**config.mk**
```make
export PLATFORM = sky130hd
export DESIGN_NAME = error_injector_flat
export DESIGN_NICKNAME = d
export VERILOG_FILES = /design/src/rtl/error_injector_if.sv /design/src/rtl/error_injector.sv /design/src/flat_wrapper.sv
export SDC_FILE = /design/constraint.sdc
export NUM_CORES = 1
export LEC_CHECK = 0
export ABC_AREA = 1
export CORE_AREA = 2 2 158 160
export DETAILED_ROUTE_END_ITERATION = 10
export DIE_AREA = 0 0 160 162
export PLACE_DENSITY = 0.76
export SYNTH_ARGS = -nofsm -noshare
export SYNTH_HDL_FRONTEND = slang
export SYNTH_SLANG_ARGS = --single-unit
```
**constraint.sdc**
```tcl
create_clock -name clk -period 10.37 [get_ports clk]
set_input_delay 2.074 -clock clk [delete_from_list [all_inputs] [get_ports clk]]
set_output_delay 2.074 -clock clk [all_outputs]
set_load 0.005 [all_outputs]
```
**src/rtl/error_injector_if.sv**
```systemverilog
`default_nettype none
// ============================================================================
//  Module      : error_injector_if
//  Description : Word-in / word-out handshake bundle for error_injector.
//  Revision    : 1.0 - initial release
// ============================================================================
interface error_injector_if #(
    parameter int N      = 63,
    parameter int LW     = 7,
    parameter int MAX_NE = 3,
    parameter int NW     = 2
);
    logic                   in_valid;
    logic                   in_ready;
    logic [N-1:0]           c_in;
    logic [NW-1:0]          ne;
    logic [1:0]             mode;
    logic [MAX_NE*LW-1:0]   loc;
    logic                   out_valid;
    logic                   out_ready;
    logic [N-1:0]           r_out;
    logic [N-1:0]           err_mask;
    logic [NW-1:0]          ne_applied;
    logic                   loc_drop;

    modport master (
        output in_valid, c_in, ne, mode, loc, out_ready,
        input  in_ready, out_valid, r_out, err_mask, ne_applied, loc_drop
    );

    modport slave (
        input  in_valid, c_in, ne, mode, loc, out_ready,
        output in_ready, out_valid, r_out, err_mask, ne_applied, loc_drop
    );
endinterface
`default_nettype wire

```
**src/rtl/error_injector.sv**
```systemverilog
`default_nettype none
// ============================================================================
//  Module      : error_injector
//  Description : Flips up to MAX_NE bits of a codeword (fixed list / burst /
//                optional LFSR-random positions). Random mode and its LFSR
//                exist only when ERRINJ_RANDOM_EN is defined.
//  Revision    : 1.0 - initial release
// ============================================================================
module error_injector #(
    parameter int N         = 63,
    parameter int LW        = 7,
    parameter int MAX_NE    = 3,
    parameter int NW        = 2,
    parameter int LFSR_SEED = 1
) (
    input  logic              clk,
    input  logic              rst_n,
    error_injector_if.slave   bus
);

    if (N < 2 || N > 127 || (2**LW) < N || MAX_NE < 1 || MAX_NE > 7 ||
        (2**NW) <= MAX_NE || (LFSR_SEED % (2**LW)) == 0) begin : g_bad_params
        $error("error_injector: illegal parameter combination");
    end

    typedef enum logic [1:0] {
        ST_IDLE   = 2'd0,
        ST_INJECT = 2'd1,
        ST_OUT    = 2'd2
    } state_t;

    function automatic logic [NW-1:0] popcount(input logic [N-1:0] v);
        int s;
        s = 0;
        for (int i = 0; i < N; i++) s += int'(v[i]);
        return NW'(s);
    endfunction

    state_t               state_q, state_d;
    logic [N-1:0]         cw_q, cw_d;
    logic [N-1:0]         mask_q, mask_d;
    logic [N-1:0]         r_out_q, r_out_d;
    logic [MAX_NE*LW-1:0] loc_q, loc_d;
    logic [NW-1:0]        ne_q, ne_d;
    logic [NW-1:0]        cnt_q, cnt_d;
    logic [NW-1:0]        applied_q, applied_d;
    logic                 burst_q, burst_d;
    logic                 drop_q, drop_d;
    logic                 out_valid_q, out_valid_d;

    logic [LW-1:0]        w_fixed_pos;
    logic [LW-1:0]        w_pos;
    logic                 w_pos_ok;
    logic [N-1:0]         w_pos_bit;
    logic                 w_advance;

`ifdef ERRINJ_RANDOM_EN
    // Fibonacci feedback taps for maximal-length sequences, LW = 2..10.
    function automatic logic [15:0] lfsr_taps(input int w);
        case (w)
            2:       return 16'h0003;
            3:       return 16'h0006;
            4:       return 16'h000C;
            5:       return 16'h0014;
            6:       return 16'h0030;
            7:       return 16'h0060;
            8:       return 16'h00B8;
            9:       return 16'h0110;
            default: return 16'h0240;
        endcase
    endfunction

    localparam logic [LW-1:0] c_LFSR_TAPS = LW'(lfsr_taps(LW));

    logic [LW-1:0] lfsr_q, lfsr_d;
    logic          rand_q, rand_d;
`endif

    always_comb begin
        w_fixed_pos = '0;
        for (int k = 0; k < MAX_NE; k++) begin
            if (cnt_q == NW'(k)) w_fixed_pos = loc_q[k*LW +: LW];
        end
        w_pos     = burst_q ? LW'((int'(loc_q[LW-1:0]) + int'(cnt_q)) % N) : w_fixed_pos;
        w_advance = 1'b1;
`ifdef ERRINJ_RANDOM_EN
        lfsr_d = {lfsr_q[LW-2:0], ^(lfsr_q & c_LFSR_TAPS)};
        if (rand_q) w_pos = lfsr_q;
`endif
        w_pos_ok  = int'(w_pos) < N;
        w_pos_bit = w_pos_ok ? ({{(N-1){1'b0}}, 1'b1} << w_pos) : '0;
`ifdef ERRINJ_RANDOM_EN
        // Random picks that are out of range or already flipped are retried.
        if (rand_q) w_advance = w_pos_ok && ((mask_q & w_pos_bit) == '0);
`endif

        state_d     = state_q;
        cw_d        = cw_q;
        mask_d      = mask_q;
        r_out_d     = r_out_q;
        loc_d       = loc_q;
        ne_d        = ne_q;
        cnt_d       = cnt_q;
        applied_d   = applied_q;
        burst_d     = burst_q;
        drop_d      = drop_q;
        out_valid_d = out_valid_q;
`ifdef ERRINJ_RANDOM_EN
        rand_d      = rand_q;
`endif

        case (state_q)
            ST_IDLE: begin
                if (bus.in_valid) begin
                    cw_d    = bus.c_in;
                    loc_d   = bus.loc;
                    ne_d    = (int'(bus.ne) > MAX_NE) ? NW'(MAX_NE) : bus.ne;
                    burst_d = (bus.mode == 2'd1);
`ifdef ERRINJ_RANDOM_EN
                    rand_d  = (bus.mode == 2'd2);
`endif
                    mask_d  = '0;
                    cnt_d   = '0;
                    drop_d  = 1'b0;
                    if (ne_d == '0) begin
                        state_d     = ST_OUT;
                        out_valid_d = 1'b1;
                        r_out_d     = bus.c_in;
                        applied_d   = '0;
                    end else begin
                        state_d     = ST_INJECT;
                    end
                end
            end
            ST_INJECT: begin
                mask_d = mask_q | w_pos_bit;
                drop_d = drop_q | (w_advance & ~w_pos_ok);
                if (w_advance) begin
                    cnt_d = cnt_q + NW'(1);
                    if (cnt_d == ne_q) begin
                        state_d     = ST_OUT;
                        out_valid_d = 1'b1;
                        r_out_d     = cw_q ^ mask_d;
                        applied_d   = popcount(mask_d);
                    end
                end
            end
            ST_OUT: begin
                if (bus.out_ready) begin
                    state_d     = ST_IDLE;
                    out_valid_d = 1'b0;
                end
            end
            default: state_d = ST_IDLE;
        endcase
    end

    always_ff @(posedge clk or negedge rst_n) begin
        if (!rst_n) begin
            state_q     <= ST_IDLE;
            cw_q        <= '0;
            mask_q      <= '0;
            r_out_q     <= '0;
            loc_q       <= '0;
            ne_q        <= '0;
            cnt_q       <= '0;
            applied_q   <= '0;
            burst_q     <= 1'b0;
            drop_q      <= 1'b0;
            out_valid_q <= 1'b0;
`ifdef ERRINJ_RANDOM_EN
            lfsr_q      <= LW'(LFSR_SEED);
            rand_q      <= 1'b0;
`endif
        end else begin
            state_q     <= state_d;
            cw_q        <= cw_d;
            mask_q      <= mask_d;
            r_out_q     <= r_out_d;
            loc_q       <= loc_d;
            ne_q        <= ne_d;
            cnt_q       <= cnt_d;
            applied_q   <= applied_d;
            burst_q     <= burst_d;
            drop_q      <= drop_d;
            out_valid_q <= out_valid_d;
`ifdef ERRINJ_RANDOM_EN
            lfsr_q      <= lfsr_d;
            rand_q      <= rand_d;
`endif
        end
    end

    assign bus.in_ready   = (state_q == ST_IDLE);
    assign bus.out_valid  = out_valid_q;
    assign bus.r_out      = r_out_q;
    assign bus.err_mask   = mask_q;
    assign bus.ne_applied = applied_q;
    assign bus.loc_drop   = drop_q;

endmodule
`default_nettype wire

```
**src/flat_wrapper.sv**
```systemverilog
// flat-port wrapper written by rule: the top's interface ports become plain ports
module error_injector_flat 
#(
    parameter int N         = 63,
    parameter int LW        = 7,
    parameter int MAX_NE    = 3,
    parameter int NW        = 2,
    parameter int LFSR_SEED = 1
)
  (clk, rst_n, bus_in_valid, bus_c_in, bus_ne, bus_mode, bus_loc, bus_out_ready, bus_in_ready, bus_out_valid, bus_r_out, bus_err_mask, bus_ne_applied, bus_loc_drop);
  error_injector_if #(.N(N), .LW(LW), .MAX_NE(MAX_NE), .NW(NW)) bus_i ();
  input  logic clk;
  input  logic rst_n;
  input wire logic [$bits(bus_i.in_valid)-1:0] bus_in_valid;
  input wire logic [$bits(bus_i.c_in)-1:0] bus_c_in;
  input wire logic [$bits(bus_i.ne)-1:0] bus_ne;
  input wire logic [$bits(bus_i.mode)-1:0] bus_mode;
  input wire logic [$bits(bus_i.loc)-1:0] bus_loc;
  input wire logic [$bits(bus_i.out_ready)-1:0] bus_out_ready;
  output wire logic [$bits(bus_i.in_ready)-1:0] bus_in_ready;
  output wire logic [$bits(bus_i.out_valid)-1:0] bus_out_valid;
  output wire logic [$bits(bus_i.r_out)-1:0] bus_r_out;
  output wire logic [$bits(bus_i.err_mask)-1:0] bus_err_mask;
  output wire logic [$bits(bus_i.ne_applied)-1:0] bus_ne_applied;
  output wire logic [$bits(bus_i.loc_drop)-1:0] bus_loc_drop;
  assign bus_i.in_valid = bus_in_valid;
  assign bus_i.c_in = bus_c_in;
  assign bus_i.ne = bus_ne;
  assign bus_i.mode = bus_mode;
  assign bus_i.loc = bus_loc;
  assign bus_i.out_ready = bus_out_ready;
  assign bus_in_ready = bus_i.in_ready;
  assign bus_out_valid = bus_i.out_valid;
  assign bus_r_out = bus_i.r_out;
  assign bus_err_mask = bus_i.err_mask;
  assign bus_ne_applied = bus_i.ne_applied;
  assign bus_loc_drop = bus_i.loc_drop;
  error_injector #(.N(N), .LW(LW), .MAX_NE(MAX_NE), .NW(NW), .LFSR_SEED(LFSR_SEED)) u_core (.clk(clk), .rst_n(rst_n), .bus(bus_i));
endmodule
```
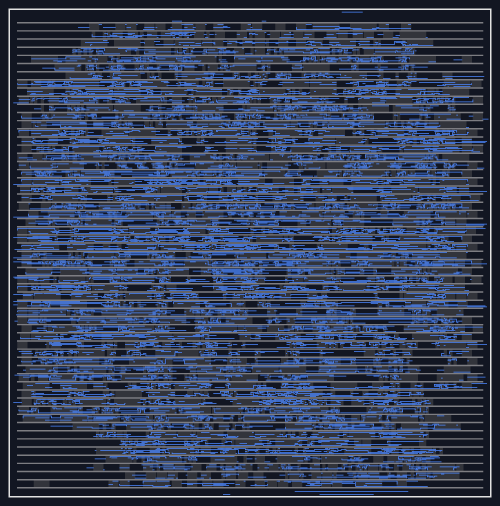
**Above:** run 1 (met1 routing).
Drawn at 3 px/um. Supply wires on this layer in grey. Cells faint in the background.
share of all routed wire	42%
nets with wire on the layer	1832
longest straight run	60.7 um
Detailed Route WL: 39920 um
number of vias after detailed routing: 12102
global routing usage on met1: 0.4246

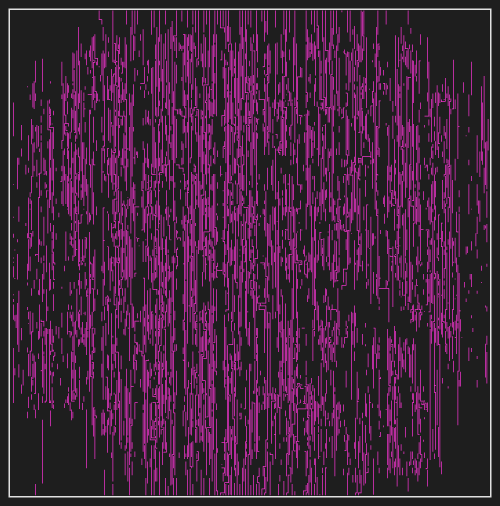
**Above:** run 1 (metal 2).
Drawn at 3 px/um.
nets with wire on the layer	1703
wire length on this layer	18300 um
met2 usage in global routing: 0.4915

==> results.py, run 1 <==
# Synthesis and PnR figures
metrics = {
    "logic_synthesis": {
        "synth.avg_cell_area_sq_um": 7.504,
        "ys.warnings.count": 0,
        "post_synth_most_frequent_cells": "546 x sky130_fd_sc_hd__nand2_1, 221 x sky130_fd_sc_hd__dfrtp_1, 206 x sky130_fd_sc_hd__inv_1, 163 x sky130_fd_sc_hd__nor2_1, 136 x sky130_fd_sc_hd__nand3_1",
        "fp_nets": 1838,
        "synth_cells": 1707,
        "numSynthFlops": 221,
        "synth_top_cell_by_count": "sky130_fd_sc_hd__nand2_1",
        "aoi_share": 0.08626,
        "netlist_area_sq_um": 12810,
    },
    "global_route": {
        "grt_pass1_wl_um": 63410,
        "first_global_vias": 11803,
    },
    "detailed_routing": {
        "wire_per_inst_um": 17.84,
        "antenna_violating_nets_post_route": 0,
        "wl_met2_um": 18330,
        "met3_length_um": 3424,
    },
    "sta": {
        "finClkSkew_ns": 0.02010,
        "final_layout_worst_hold_slack_ns": 0.4706,
        "totalNegativeSetupSlack_ns": 0,
        "fmax_mhz": 105.7,
    },
    "die": {
        "core-area_sq_um": 24110,
        "n_tap_cell": 324,
    },
    "setup_path": {
        "cell_type_of_the_slowest_stage_on_the_worst_timing_path": "sky130_fd_sc_hd__nor3_1",
        "r2r_slack_ns": 0.91,
        "rr_startpoint": "u_core.cnt_q[0]",
        "timing.critical_path.from_type": "flop",
        "most_frequent_cell_on_the_critical_path": "sky130_fd_sc_hd__fa_1",
    },
    "clocking": {
        "cts_hold_buf": 0,
        "cts_post_setup_buffers_inserted": 0,
    },
    "finish": {
        "inverters": 223,
        "area_occupied_by_multi_input_gates_sq_um": 6113,
        "comb.multi_input.count": 1191,
    },
    "outcome": {
        "outcome": "finished clean",
    },
    "placement": {
        "detailed_place.area_sq_um": 15210,
    },
}
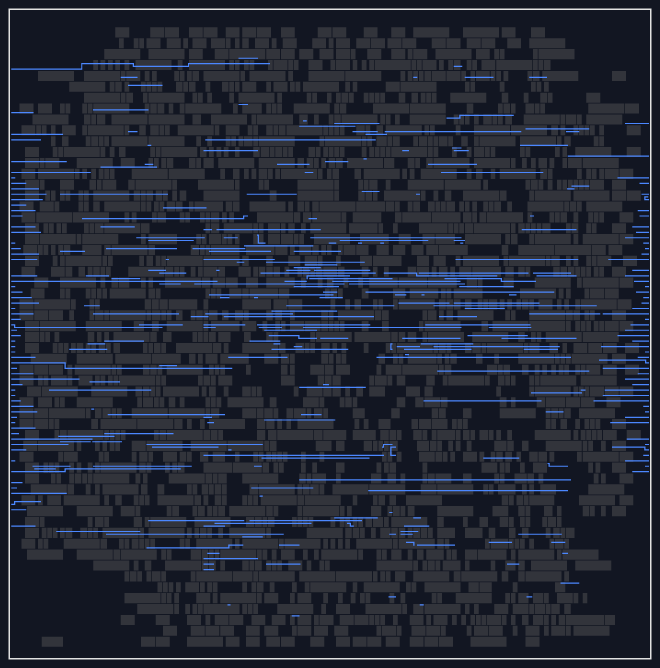
**Above:** run 1 (M3 wires).
Drawn at 4 px/um. Cells faint in the background.
main direction	horizontal
share of all routed wire	8.6%
nets with wire on the layer	244
met3 track demand over resource: 0.06537

==> inputs of run 2 (changes only) <==
--- a/config.mk
+++ b/config.mk
@@ -6,6 +6,7 @@
 export NUM_CORES = 1
 export LEC_CHECK = 0
 export ABC_AREA = 1
+export CAP_MARGIN = 10
 export CORE_AREA = 2 2 158 160
 export DETAILED_ROUTE_END_ITERATION = 10
 export DIE_AREA = 0 0 160 162
==> run 2 against run 1 <==
  * Clock skew unchanged
  * Critical endpoint unchanged
  * Clock-buffer cell count unchanged
  * Synthesized cell count unchanged
  * Cell area unchanged
  * Via count unchanged
  * Sequential share of layout area unchanged
  * Register-to-register slack about the same
==> results.py, run 2 <==
# Synthesis and PnR figures
metrics = {
    "setup_path": {
        "rr_startpoint": "u_core.cnt_q[0]",
        "most_frequent_cell_on_the_critical_path": "sky130_fd_sc_hd__fa_1",
        "timing.critical_path.from_type": "flop",
        "cell_type_of_the_slowest_stage_on_the_worst_timing_path": "sky130_fd_sc_hd__nor3_1",
    },
    "logic_synthesis": {
        "netlist_area_sq_um": 12810,
        "synth_top_cell_by_count": "sky130_fd_sc_hd__nand2_1",
        "fp_nets": 1838,
        "synth_cells": 1707,
        "synth.avg_cell_area_sq_um": 7.504,
    },
    "finish": {
        "comb.multi_input.count": 1191,
        "area_occupied_by_multi_input_gates_sq_um": 6113,
        "inverters": 223,
    },
    "detailed_routing": {
        "met3_length_um": 3424,
        "antenna_violating_nets_post_route": 0,
        "wl_met2_um": 18330,
        "detailed_route_wl_um": 39920,
    },
    "sta": {
        "finClkSkew_ns": 0.02010,
        "totalNegativeSetupSlack_ns": 0,
    },
    "outcome": {
        "outcome": "finished clean",
    },
    "global_route": {
        "first_global_vias": 11803,
        "grt_pass1_wl_um": 63410,
        "gr-usage-met2": 0.4915,
    },
    "die": {
        "core-area_sq_um": 24110,
        "n_tap_cell": 324,
    },
    "clocking": {
        "cts_hold_buf": 0,
    },
}
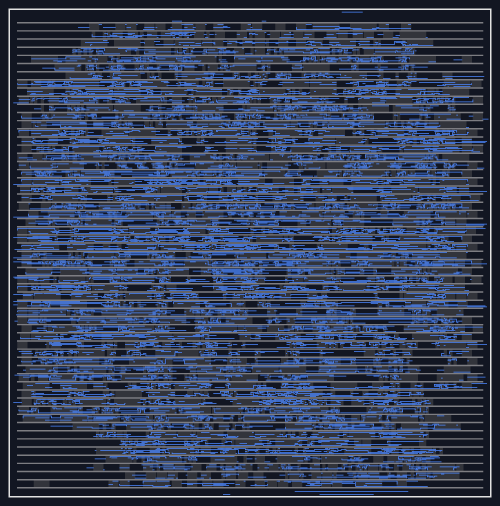
**Above:** run 2 (met1 routing).
Drawn at 3 px/um. Supply wires on this layer in grey. Cells faint in the background.
wire length on this layer	16900 um
longest straight run	60.7 um
share of all routed wire	42%
main direction	horizontal
nets with wire on the layer	1832

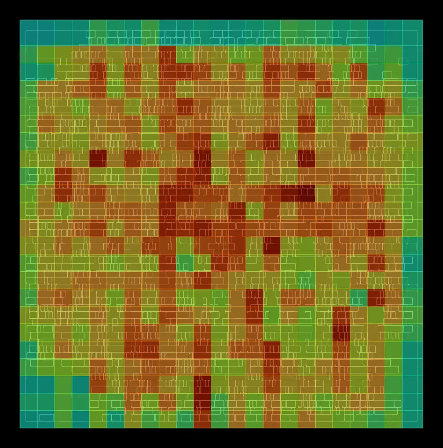
**Above:** run 2 (congestion heat map).
busiest layer in global routing: met2
gr usage total: 0.3085
average detailed-routed wire length per instance: 17.84 um

